File: src/rtl/id_ex_pipe_reg.sv
// ID->EX pipeline register with a two-entry skid buffer.
// The head entry drives the exec_* outputs, and the skid entry absorbs one extra
// instruction after EX stalls. in_ready depends only on registered state, so there
// is no combinational ready path from EX back to ID. Invalid entries always hold
// zeros, so hazard logic never sees a stale destination register.
//
//   state | meaning
//   EMPTY | no entries held, exec_* read zero
//   ONE   | head valid, skid empty
//   FULL  | head and skid valid, in_ready low
module id_ex_pipe_reg #(
    parameter int DATA_W = 32,
    parameter int RD_W   = 5,
    parameter int CTRL_W = 8
) (
    input  logic              clock,
    input  logic              reset,
    input  logic              flush,
    input  logic              in_valid,
    output logic              in_ready,
    input  logic [DATA_W-1:0] in_data1,
    input  logic [DATA_W-1:0] in_data2,
    input  logic [RD_W-1:0]   in_rd,
    input  logic [CTRL_W-1:0] in_ctrl,
    output logic              out_valid,
    input  logic              out_ready,
    output logic [DATA_W-1:0] exec_data_1,
    output logic [DATA_W-1:0] exec_data_2,
    output logic [RD_W-1:0]   exec_rd,
    output logic [CTRL_W-1:0] exec_ctrl,
    output logic [1:0]        occupancy
);

    typedef enum logic [1:0] {
        EMPTY = 2'd0,
        ONE   = 2'd1,
        FULL  = 2'd2
    } state_t;

    typedef struct packed {
        logic [DATA_W-1:0] data1;
        logic [DATA_W-1:0] data2;
        logic [RD_W-1:0]   rd;
        logic [CTRL_W-1:0] ctrl;
    } entry_t;

    state_t state, state_nxt;
    entry_t head, head_nxt;
    entry_t skid, skid_nxt;
    entry_t in_entry;
    logic   accept;
    logic   pop;

    assign in_entry  = {in_data1, in_data2, in_rd, in_ctrl};
    assign in_ready  = (state != FULL) && reset;
    assign out_valid = (state != EMPTY);
    assign accept    = in_valid && in_ready;
    assign pop       = out_valid && out_ready;

    assign exec_data_1 = head.data1;
    assign exec_data_2 = head.data2;
    assign exec_rd     = head.rd;
    assign exec_ctrl   = head.ctrl;

    // Occupancy decoded from the registered state.
    always_comb begin
        occupancy = 2'd0;
        case (state)
            ONE:     occupancy = 2'd1;
            FULL:    occupancy = 2'd2;
            default: occupancy = 2'd0;
        endcase
    end

    // Next state and entry contents; flush clears everything and drops any same-cycle accept.
    always_comb begin
        state_nxt = state;
        head_nxt  = head;
        skid_nxt  = skid;
        if (flush) begin
            state_nxt = EMPTY;
            head_nxt  = '0;
            skid_nxt  = '0;
        end else begin
            case (state)
                EMPTY: begin
                    if (accept) begin
                        head_nxt  = in_entry;
                        state_nxt = ONE;
                    end
                end
                ONE: begin
                    if (accept && pop) begin
                        head_nxt = in_entry;
                    end else if (accept) begin
                        skid_nxt  = in_entry;
                        state_nxt = FULL;
                    end else if (pop) begin
                        head_nxt  = '0;
                        state_nxt = EMPTY;
                    end
                end
                FULL: begin
                    if (pop) begin
                        head_nxt  = skid;
                        skid_nxt  = '0;
                        state_nxt = ONE;
                    end
                end
                default: begin
                    state_nxt = EMPTY;
                    head_nxt  = '0;
                    skid_nxt  = '0;
                end
            endcase
        end
    end

    // State and storage registers with synchronous active-low reset.
    always_ff @(posedge clock) begin
        if (!reset) begin
            state <= EMPTY;
            head  <= '0;
            skid  <= '0;
        end else begin
            state <= state_nxt;
            head  <= head_nxt;
            skid  <= skid_nxt;
        end
    end

endmodule

File: config.mk
export PLATFORM = sky130hd
export DESIGN_NAME = id_ex_pipe_reg
export DESIGN_NICKNAME = d
export VERILOG_FILES = /design/src/rtl/id_ex_pipe_reg.sv
export SDC_FILE = /design/constraint.sdc
export NUM_CORES = 1
export LEC_CHECK = 0
export CAP_MARGIN = 20
export CORE_MARGIN = 2
export CORE_UTILIZATION = 55
export DETAILED_ROUTE_END_ITERATION = 16
export GPL_TIMING_DRIVEN = 0
export PLACE_DENSITY = 0.86
export SLEW_MARGIN = 20
export SYNTH_ARGS = -nofsm -noshare
export SYNTH_HDL_FRONTEND = slang
export SYNTH_SLANG_ARGS = --single-unit
File: constraint.sdc
create_clock -name clock -period 3.3 [get_ports clock]
set_input_delay 0.99 -clock clock [delete_from_list [all_inputs] [get_ports clock]]
set_output_delay 0.99 -clock clock [all_outputs]
set_load 0.1 [all_outputs]
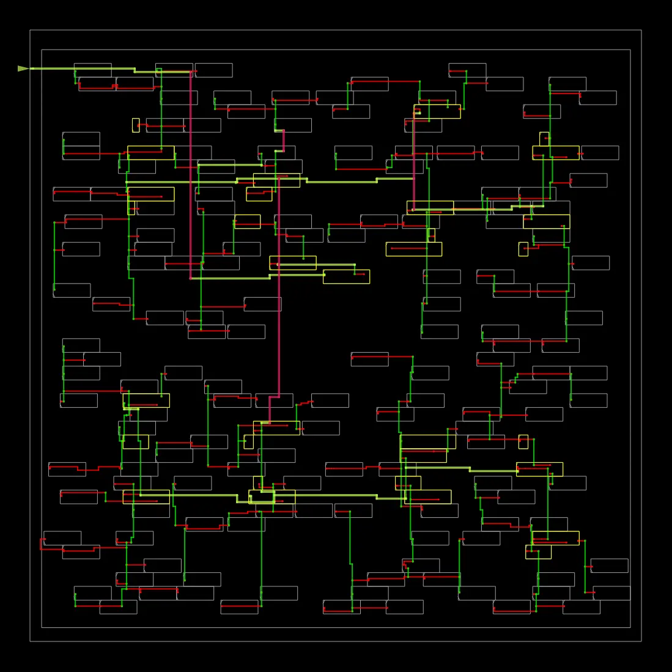
**Above:** clock routing.
Latency at later pin: 420 ps
clock buffers: 25

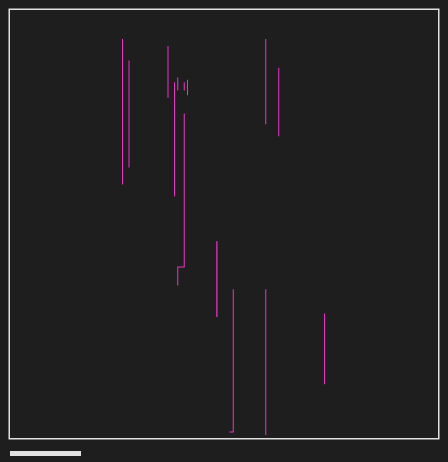
**Above:** met4 routing.
Scale bar: 20 um.
share of all routed wire: 1.7%
nets with wire on the layer: 13
wire length on this layer: 342 um
Via Count: 6589
Routed WL: 20.1 mm

[worst register-to-register path, stage by stage, from the launching register on]
cell	delay, ps
dfxtp_1	410
nor2b_1	150
buf_2	230
clkbuf_1	380
clkbuf_1	380
and2_1	190
mux2i_1	70
nor2_1	100
[flip-flops by register name (all words and copies together) (netlist names)]
register,flops
skid,77
exec_data_1,32
exec_data_2,32
exec_ctrl,8
exec_rd,5
state,2
[power by group through the flow]
stage	Clock [mW]	Sequential [mW]	Combinational [mW]
after floorplan	0	2.16	0.320
after global placement	0	1.97	0.770
after detailed placement	0	1.97	0.778
after CTS	1.98	1.93	0.783
after global routing	2.07	1.93	0.833
final	1.95	1.93	0.785
[cells by family after synthesis]
kind of cell | synth area share, %
buf+inv | 5.07
mux | 20.7
simple gates | 15.3
flops | 41.6
compound gates | 17.3
==> flow_metrics.env <==
# source this file to load flow results
export IMPL_slowest_delay_ps=600
export IMPL_warning_count=26
export IMPL_taps=176
export IMPL_internal_power_mw=3.40
export IMPL_layout_setup_ws_ps=113
export IMPL_cts_sink_count=156
export IMPL_clockBufferDepth=2
export IMPL_ios=163
export IMPL_edf_count=0
export IMPL_final_layout_top_logic_cells="clkdlybuf4s50_1, nor2_1, dfxtp_1"
export IMPL_worstSetupPathType="in2out"
export IMPL_routedWlPerCell_um=17.2
export IMPL_die_y_um=121
export IMPL_chipArea_um2=14600
export IMPL_n_all_inverters=1
export IMPL_worst_pin_slew_ps=1060
export IMPL_critical_path_startpoint_type="input port"
export IMPL_power_frac_comb_pct=16.8
export IMPL_cp_end_kind="primary output"
export IMPL_flop_cell="dfxtp_1"
export IMPL_hold_start="skid[70]"
export IMPL_min_period_over_period_pct=96.6
export IMPL_final_util_pct=74.7
export IMPL_logic_area_um2=4010
export IMPL_htreeDepth=4
export IMPL_power_total_mw=4.67
export IMPL_core_rowCount=42
export IMPL_ir_drop_mv=0.338
export IMPL_yosys_register_bits=156
export IMPL_clkTransAtPathRegs_ps=60
export IMPL_tns_ps=0
export IMPL_ctsResizeCount=14
export IMPL_drc=0
export IMPL_use_met2_pct=43.5
export IMPL_synthMostInstantiatedCell="nor2_1"
export IMPL_crit_slowest_cell="clkdlybuf4s50_1"
export IMPL_required_ps=2310
export IMPL_cts_made_buffers=17
export IMPL_power_switching_mw=1.27
export IMPL_fp_dieW_um=121
export IMPL_status="finished, final reports clean"
export IMPL_place_port_buffers=161
export IMPL_max_freq_mhz=314
export IMPL_grt_max_degree=17
export IMPL_power_leakage_nw=3.33
export IMPL_initial_core_util_pct=56.5
export IMPL_synth_cell_types=26
export IMPL_r2r_start="state[0]"
export IMPL_grt_pass1_vias=6375
export IMPL_relSlewSlack_pct=29.0
export IMPL_top_layer="met4"
export IMPL_ys_warn_count=0
export IMPL_route_met3_wl_mm=1.29
